[config.mk]
export PLATFORM = sky130hd
export DESIGN_NAME = icache_controller
export DESIGN_NICKNAME = d
export VERILOG_FILES = /design/src/rtl/icache_controller.sv
export SDC_FILE = /design/constraint.sdc
export NUM_CORES = 2
export LEC_CHECK = 0
export CORE_MARGIN = 2
export CORE_UTILIZATION = 40
export DETAILED_ROUTE_END_ITERATION = 6
export DONT_BUFFER_PORTS = 1
export GPL_ROUTABILITY_DRIVEN = 1
export PLACE_DENSITY = 0.52
export SKIP_LAST_GASP = 1
export SYNTH_ARGS = -nofsm -noshare
export SYNTH_HDL_FRONTEND = slang
export SYNTH_SLANG_ARGS = --single-unit
[constraint.sdc]
create_clock -name clk -period 19.65 [get_ports clk]
set_input_delay 3.93 -clock clk [delete_from_list [all_inputs] [get_ports clk]]
set_output_delay 3.93 -clock clk [all_outputs]
set_load 0.03 [all_outputs]
[src/rtl/icache_controller.sv]
// Direct-mapped, read-only instruction cache controller.
// Fetch looks up combinationally: a hit answers in the same cycle. A miss stalls
// fetch, refills the whole line from memory in one beat, then replays the lookup.
// Optional build macro ICACHE_STATS_EN adds 32-bit hit_count / miss_count outputs.
// LINE_WORDS and NUM_LINES must be powers of two, each at least 2.
module icache_controller #(
  parameter int ARCH_LEN   = 32,
  parameter int LINE_WORDS = 4,
  parameter int NUM_LINES  = 16
) (
  input  logic                       clk,
  input  logic                       rst,
  input  logic                       req_valid,
  input  logic [ARCH_LEN-1:0]        req_addr,
  input  logic                       flush,
  output logic                       rsp_valid,
  output logic [31:0]                rsp_data,
  output logic                       stall_out,
  output logic                       mem_req_valid,
  input  logic                       mem_req_ready,
  output logic [ARCH_LEN-1:0]        mem_req_addr,
  input  logic                       mem_rsp_valid,
  input  logic [32*LINE_WORDS-1:0]   mem_rsp_data
`ifdef ICACHE_STATS_EN
  ,
  output logic [31:0]                hit_count,
  output logic [31:0]                miss_count
`endif
);

  localparam int WSEL_W = $clog2(LINE_WORDS);
  localparam int OFF_W  = 2 + WSEL_W;
  localparam int IDX_W  = $clog2(NUM_LINES);
  localparam int TAG_W  = ARCH_LEN - OFF_W - IDX_W;

  typedef enum logic [1:0] {IDLE, MREQ, MWAIT, FILL} state_t;

  state_t                       state_q;
  logic [NUM_LINES-1:0]         valid_q;
  logic [TAG_W-1:0]             tag_q  [NUM_LINES];
  logic [32*LINE_WORDS-1:0]     data_q [NUM_LINES];
  logic [ARCH_LEN-OFF_W-1:0]    miss_line_q;   // tag+index of the line being refilled
  logic [32*LINE_WORDS-1:0]     line_q;        // refill beat, written into the arrays in FILL
  logic                         flush_pend_q;
  logic                         mem_req_valid_q;

  logic [IDX_W-1:0]  req_idx;
  logic [TAG_W-1:0]  req_tag;
  logic [WSEL_W-1:0] req_word;
  logic [IDX_W-1:0]  fill_idx;
  logic [TAG_W-1:0]  fill_tag;
  logic              lookup_hit;
  logic              unused_addr_lsbs;

  assign req_idx    = req_addr[OFF_W +: IDX_W];
  assign req_tag    = req_addr[ARCH_LEN-1 -: TAG_W];
  assign req_word   = req_addr[2 +: WSEL_W];
  assign fill_idx   = miss_line_q[0 +: IDX_W];
  assign fill_tag   = miss_line_q[ARCH_LEN-OFF_W-1 -: TAG_W];
  assign lookup_hit = req_valid && valid_q[req_idx] && (tag_q[req_idx] == req_tag);

  // Byte offset within the word is irrelevant for 32-bit instruction fetch.
  assign unused_addr_lsbs = ^req_addr[1:0];

  assign mem_req_valid = mem_req_valid_q;
  assign mem_req_addr  = {miss_line_q, {OFF_W{1'b0}}};

  // Fetch-side response: same-cycle hit data, stall on miss/flush or while refilling.
  always_comb begin
    rsp_valid = 1'b0;
    rsp_data  = 32'd0;
    stall_out = 1'b1;
    if (state_q == IDLE) begin
      stall_out = flush || (req_valid && !lookup_hit);
      if (lookup_hit && !flush) begin
        rsp_valid = 1'b1;
        rsp_data  = data_q[req_idx][32*req_word +: 32];
      end
    end
  end

  // Refill controller: miss detect, request handshake, response wait, fill; owns valid bits.
  always_ff @(posedge clk) begin
    if (rst) begin
      state_q         <= IDLE;
      valid_q         <= '0;
      flush_pend_q    <= 1'b0;
      mem_req_valid_q <= 1'b0;
      miss_line_q     <= '0;
      line_q          <= '0;
    end else begin
      case (state_q)
        IDLE: begin
          // A flush takes priority over starting a refill; the replay next cycle will miss.
          if (flush) begin
            valid_q <= '0;
          end else if (req_valid && !lookup_hit) begin
            miss_line_q     <= req_addr[ARCH_LEN-1:OFF_W];
            mem_req_valid_q <= 1'b1;
            state_q         <= MREQ;
          end
        end
        MREQ: begin
          if (flush) flush_pend_q <= 1'b1;
          if (mem_req_ready) begin
            mem_req_valid_q <= 1'b0;
            state_q         <= MWAIT;
          end
        end
        MWAIT: begin
          if (flush) flush_pend_q <= 1'b1;
          if (mem_rsp_valid) begin
            line_q  <= mem_rsp_data;
            state_q <= FILL;
          end
        end
        FILL: begin
          // A flush seen anywhere during the refill leaves the new line invalid too.
          if (flush_pend_q || flush) valid_q <= '0;
          else                       valid_q[fill_idx] <= 1'b1;
          flush_pend_q <= 1'b0;
          state_q      <= IDLE;
        end
        default: state_q <= IDLE;
      endcase
    end
  end

  // Tag and data storage are not reset; the valid bits alone qualify their contents.
  always_ff @(posedge clk) begin
    if (!rst && state_q == FILL) begin
      tag_q[fill_idx]  <= fill_tag;
      data_q[fill_idx] <= line_q;
    end
  end

`ifdef ICACHE_STATS_EN
  logic [31:0] hit_count_q;
  logic [31:0] miss_count_q;

  assign hit_count  = hit_count_q;
  assign miss_count = miss_count_q;

  // Event counters: hit cycles and refill starts; free-running, wrap naturally.
  always_ff @(posedge clk) begin
    if (rst) begin
      hit_count_q  <= '0;
      miss_count_q <= '0;
    end else begin
      if (rsp_valid) hit_count_q <= hit_count_q + 32'd1;
      if (state_q == IDLE && !flush && req_valid && !lookup_hit)
        miss_count_q <= miss_count_q + 32'd1;
    end
  end
`endif

endmodule

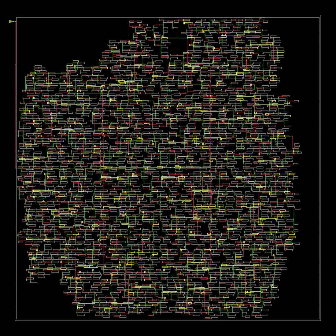
*Clock wiring as the flow saved it*
clock distribution power: 0.00520 W
sinks on the clock net: 2608
number of sequential storage elements: 2608
number of buffers created by CTS: 293

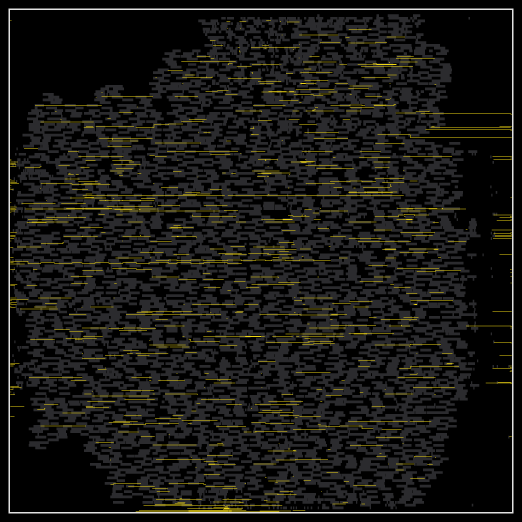
*Met3 routing*
Drawn at 1 px/um. Cells faint in the background.
share of all routed wire: 5.1%
longest straight run: 176 um
wire length on this layer: 12400 um
Routed Wire Length: 245000 um
GR Util met3: 3.03%

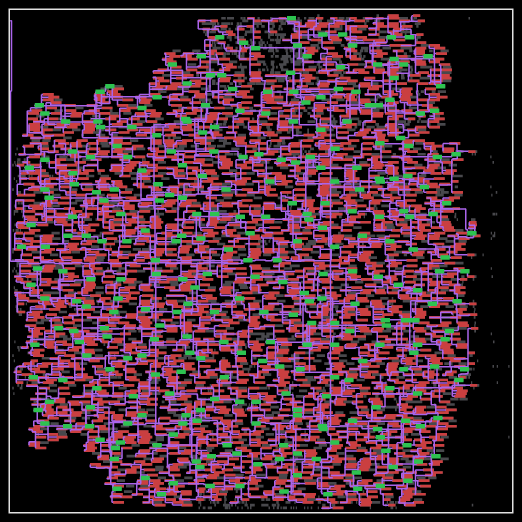
*Clock network drawn from the DEF*
Drawn at 1 px/um.
[purple] clock wires | length: 31.4 mm
[green] clock-net drivers | count: 293
[red] flip-flops | count: 2608
flops lie: widely spread
routed clock nets: 294
clock power share: 43.2%
source-to-sink clock delay at the later pin of the worst-skew pair: 910 ps

==> tab_implementation.tex <==
% Yosys + OpenROAD metrics
\begin{tabular}{lr}
\hline
Metric & Value \\
\hline
\multicolumn{2}{l}{\textbf{Clock network}} \\
Setup Fix Bufs, Post-CTS & 0 \\
Hold\_buf cts & 0 \\
Clock transition time at the flip-flop clock pins of the worst setup and hold paths & 50 ps \\
CTS H-Tree Depth & 5 \\
Clock tree from TritonCTS & done \\
Number of cells upsized or downsized after cts & 0 \\
Root Buffer & sky130\_fd\_sc\_hd\_\_clkbuf\_16 \\
Max clock buf depth & 4 \\
\multicolumn{2}{l}{\textbf{Finish}} \\
Area grow syn2layout & 13.2\% \\
Most common library cell in the layout ignoring fill and taps & sky130\_fd\_sc\_hd\_\_edfxtp\_1 \\
Cell area after layout & 0.112 mm2 \\
Leading cell types in the layout, fill and taps excluded & sky130\_fd\_sc\_hd\_\_edfxtp\_1 (2432), sky130\_fd\_sc\_hd\_\_mux4\_2 (765), sky130\_fd\_sc\_hd\_\_clkbuf\_16 (300), sky130\_fd\_sc\_hd\_\_nand2\_1 (273), sky130\_fd\_sc\_hd\_\_dfxtp\_1 (176) \\
Share of post-route cells with drive strength above 1 & 26.6\% \\
Number of nets in the finished design & 4678 \\
Final-layout fill cell count & 20505 \\
\multicolumn{2}{l}{\textbf{GRT}} \\
First-pass GRT wire length & 350000 um \\
Number of global-route vias before repair & 46692 \\
All-layer global routing usage & 19.4\% \\
Grt total ovfl & 0 \\
Number of antenna violations at the first check in global routing & 24 \\
Maximum number of pins on one net before global-route repair & 607 \\
\multicolumn{2}{l}{\textbf{Synth}} \\
Number of library cell types mapped by synthesis & 49 \\
Simple-gate area share of the yosys netlist & 2.05\% \\
Cell count in the Yosys report & 4392 \\
Register bit total from synthesis & 2608 \\
Yosys Chip Area & 0.0992 mm2 \\
Library cell occupying the most area in the post-synthesis netlist & sky130\_fd\_sc\_hd\_\_edfxtp\_1 \\
Area of the mapped netlist & 0.0992 mm2 \\
Share of the synthesized area in the top cell type & 73.6\% \\
Yosys warning tally & 0 \\
Post-synth tally of flip-flops with integrated enable & 2432 \\
XOR/XNOR share of the synthesized area & 0.283\% \\
Async set or reset register ratio after synthesis & 0\% \\
AO/OA Area Share & 1.05\% \\
Main flop type & sky130\_fd\_sc\_hd\_\_edfxtp\_1 \\
Cell count after synthesis & 4392 \\
MUX share of area & 18.2\% \\
Synth logic family & multiplexers \\
Largest cells by area after synthesis & sky130\_fd\_sc\_hd\_\_edfxtp\_1 (74\%), sky130\_fd\_sc\_hd\_\_mux4\_2 (17\%), sky130\_fd\_sc\_hd\_\_dfxtp\_1 (3.6\%) \\
Share of synthesized area occupied by flip-flops and latches & 77.2\% \\
Adder share & 0.0505\% \\
Mean area per synthesized cell & 22.6 um2 \\
\multicolumn{2}{l}{\textbf{Hold path}} \\
Worst hold path startpoint & flush\_pend\_q \\
Path class of the lowest-slack min-delay path & flop to flop \\
\multicolumn{2}{l}{\textbf{STA}} \\
Final period demand of the worst path & 13090 ps \\
Fmax & 0.0764 GHz \\
Count of final hold-check violations & 0 \\
Worst relative slew slack & -2.21\% \\
RSZ-0062 raised after global routing & no \\
Count of endpoints failing setup in the final report & 0 \\
Setup\_tns & 0 ps \\
Worst-Margin Slew & 1530 ps \\
Max-slew violation count & 34 \\
Final worst-path cycle share & 66.6\% \\
Worst clock skew & 49.6 ps \\
\multicolumn{2}{l}{\textbf{Power and ir drop}} \\
Power per cell area & 107 mW/mm2 \\
Leakage dissipation & 33.5 nW \\
P\_int & 0.00948 W \\
Switching part of the total & 21.1\% \\
Total Power Consumption & 0.0120 W \\
Share of power burned in registers & 52.6\% \\
Peak supply drop & 93.0 uV \\
Switching power & 0.00254 W \\
Portion of total power attributed to combinational logic & 4.2\% \\
\multicolumn{2}{l}{\textbf{Place}} \\
Number of buffer cells added on primary ports & 0 \\
Weighted congestion reported at the end of routability-driven placement & 0.765 \\
HPWL Detailed & 121000 um \\
Cell area after placement & 0.103 mm2 \\
\multicolumn{2}{l}{\textbf{Detailed routing}} \\
DR vias/cell & 5.61 \\
DRC violation total after the first TritonRoute iteration & 4183 \\
Final antenna-violating net count & 0 \\
Number of search-and-repair iterations in the first detailed-routing pass & 5 \\
Post-route DRC & 0 \\
Routed wire length per instance & 30.4 um \\
Routed vias & 45162 \\
\multicolumn{2}{l}{\textbf{Floorplanning}} \\
Height of the chip & 502 um \\
Die area & 0.252 mm2 \\
Io pins & 233 \\
Die width & 502 um \\
Floorplan core area & 0.246 mm2 \\
Starting Density & 40.3\% \\
\multicolumn{2}{l}{\textbf{Critical path}} \\
Worst setup path start & req\_addr[5] \\
Nature of the critical path startpoint & input pin \\
Ordered list of cells on the worst path & buf\_16 -> buf\_16 -> mux4\_2 -> mux2i\_1 -> mux2i\_1 -> xnor2\_1 -> o2111ai\_1 -> or4\_4 -> nor3\_2 -> buf\_4 -> and3\_1 \\
Slowest cell on the critical path & sky130\_fd\_sc\_hd\_\_nor3\_2 \\
Critical Path AT & 9160 ps \\
Kind of capture point of the worst setup path & output port \\
RR Startpoint & miss\_line\_q[3] \\
CP required & 15720 ps \\
Worst Setup Path Type & input pin to output port \\
Largest incremental delay on the critical path & 670 ps \\
Maximum fanout count along the critical path & 146 \\
\multicolumn{2}{l}{\textbf{Status}} \\
Result of the run & complete, but fails checks \\
Violated checks & slew limit \\
\multicolumn{2}{l}{\textbf{Flow run}} \\
MaxCap Viol Count & 0 \\
Tally of OpenROAD warnings & 67 \\
\hline
\end{tabular}
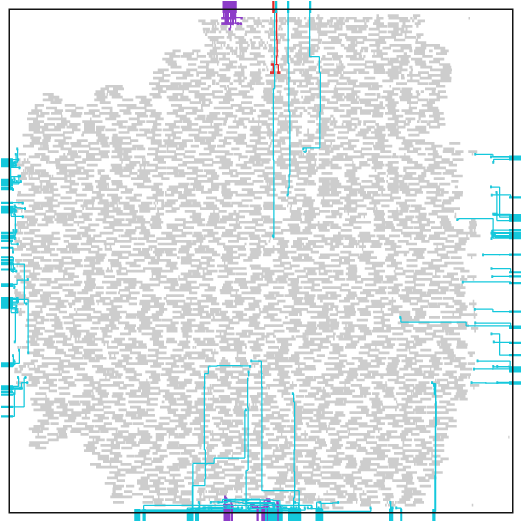
*Nets reached from selected ports*
Drawn at 1 px/um.
[cyan] `mem_rsp_data` | bits: 128 | direction: input | end cells: 128 | wire: 5220 um
[red] `req_valid` | bits: 1 | direction: input | end cells: 3 | wire: 82.3 um
[purple] `rsp_data` | bits: 32 | direction: output | end cells: 32 | wire: 401 um

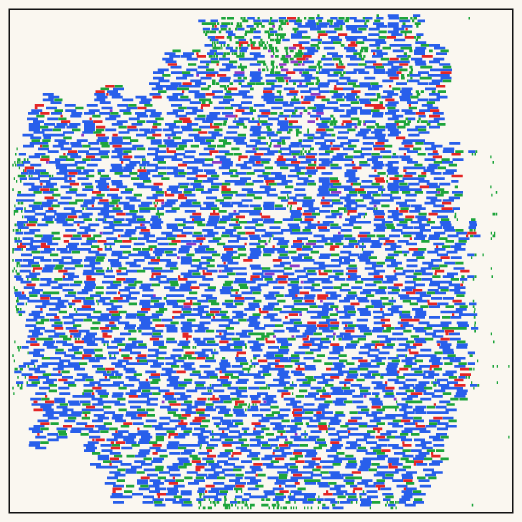
*Cell classes on the final placement*
Drawn at 1 px/um.
[red] clock drivers and dummy loads | cells: 512
[green] remaining logic cells | cells: 1540
[blue] registers | cells: 2608
[purple] remaining buffers and delay cells | cells: 65
post-layout util: 45.6%
Rows: 182

[power by group through the flow]
stage,Combinational (W),Clock (W),Sequential (W)
5_1_grt,0.000534,0.00555,0.00634
3_5_place_dp,0.000435,0,0.00645
2_1_floorplan,0.000370,0,0.00638
3_3_place_gp,0.000433,0,0.00643
4_1_cts,0.000436,0.00533,0.00633
6_report,0.000500,0.00520,0.00632
[path summary, 6_finish.rpt]
check                  endpoint  slack, ps  depth (start not counted)
hold reg to reg    flush_pend_q        460                          2
setup reg to reg  data_q[8][31]      14720                          5
setup / recovery    rsp_data[4]       6560                         11
hold / removal     flush_pend_q        460                          2
[cells by family after synthesis]
group                    count (synthesis)
other                                    1
AND/OR/NAND/NOR                        450
XOR/XNOR                                32
AND-OR/OR-AND                          190
multiplexers                           851
flip-flops                            2608
adder cells (fa/ha/maj)                  4
buffers and inverters                  256
[cells in the mapped netlist (all sizes together), types with 16 or more instances]
cell / count
nand2b: 65
nand2: 274
mux4: 765
xor2: 16
mux2i: 83
xnor2: 16
and3: 33
dfxtp: 176
clkbuf: 127
a21oi: 151
edfxtp: 2432
buf: 120
nor2: 39
[flip-flops by register name, summed over array words and instances (netlist names)]
register / count
data_q: 2048
tag_q: 384
line_q: 128
miss_line_q: 28
valid_q: 16
state_q: 2
flush_pend_q: 1
mem_req_valid: 1
[metrics by stage]
stage	instances	setup slack, ps	hold WS [ps]
floorplan	4395	3980	427
global placement	7516	7630	447
detailed placement	7516	7640	454
finish	8048	6560	463
CTS	8028	7630	467
global route	8044	6530	477
[cell type report]
type	count	area [um2]	share of cell area (%)
diodes	11	27.5	0.0245
clock buffers	415	8250	7.35
multi-input cells	1531	21700	19.3
flip-flops and latches	2608	76600	68.2
well taps	3312	4140	3.69
inverters	9	33.8	0.0301
clock inverters	97	847	0.754
repair buffers	65	781	0.695
[critical path, delay by kind of cell]
family | cells | cell delay [ps]
AOI/OAI and AO/OA | 1 | 340
xor gates and xnor gates | 1 | 180
buffers and inverters | 3 | 1340
muxes | 3 | 860
and+or+nand+nor | 3 | 1730
[routing by layer]
layer / wire (um) / vias up / GRT usage, %
li1: - / 18656 / -
met1: 110000 / 25051 / 28.4
met2: 118000 / 1167 / 30.6
met3: 12400 / 286 / 3.03
met4: 4220 / 2 / 4.85
met5: 13 / - / 0
Power figures rest on the tool's default switching activity, not on a simulated workload.
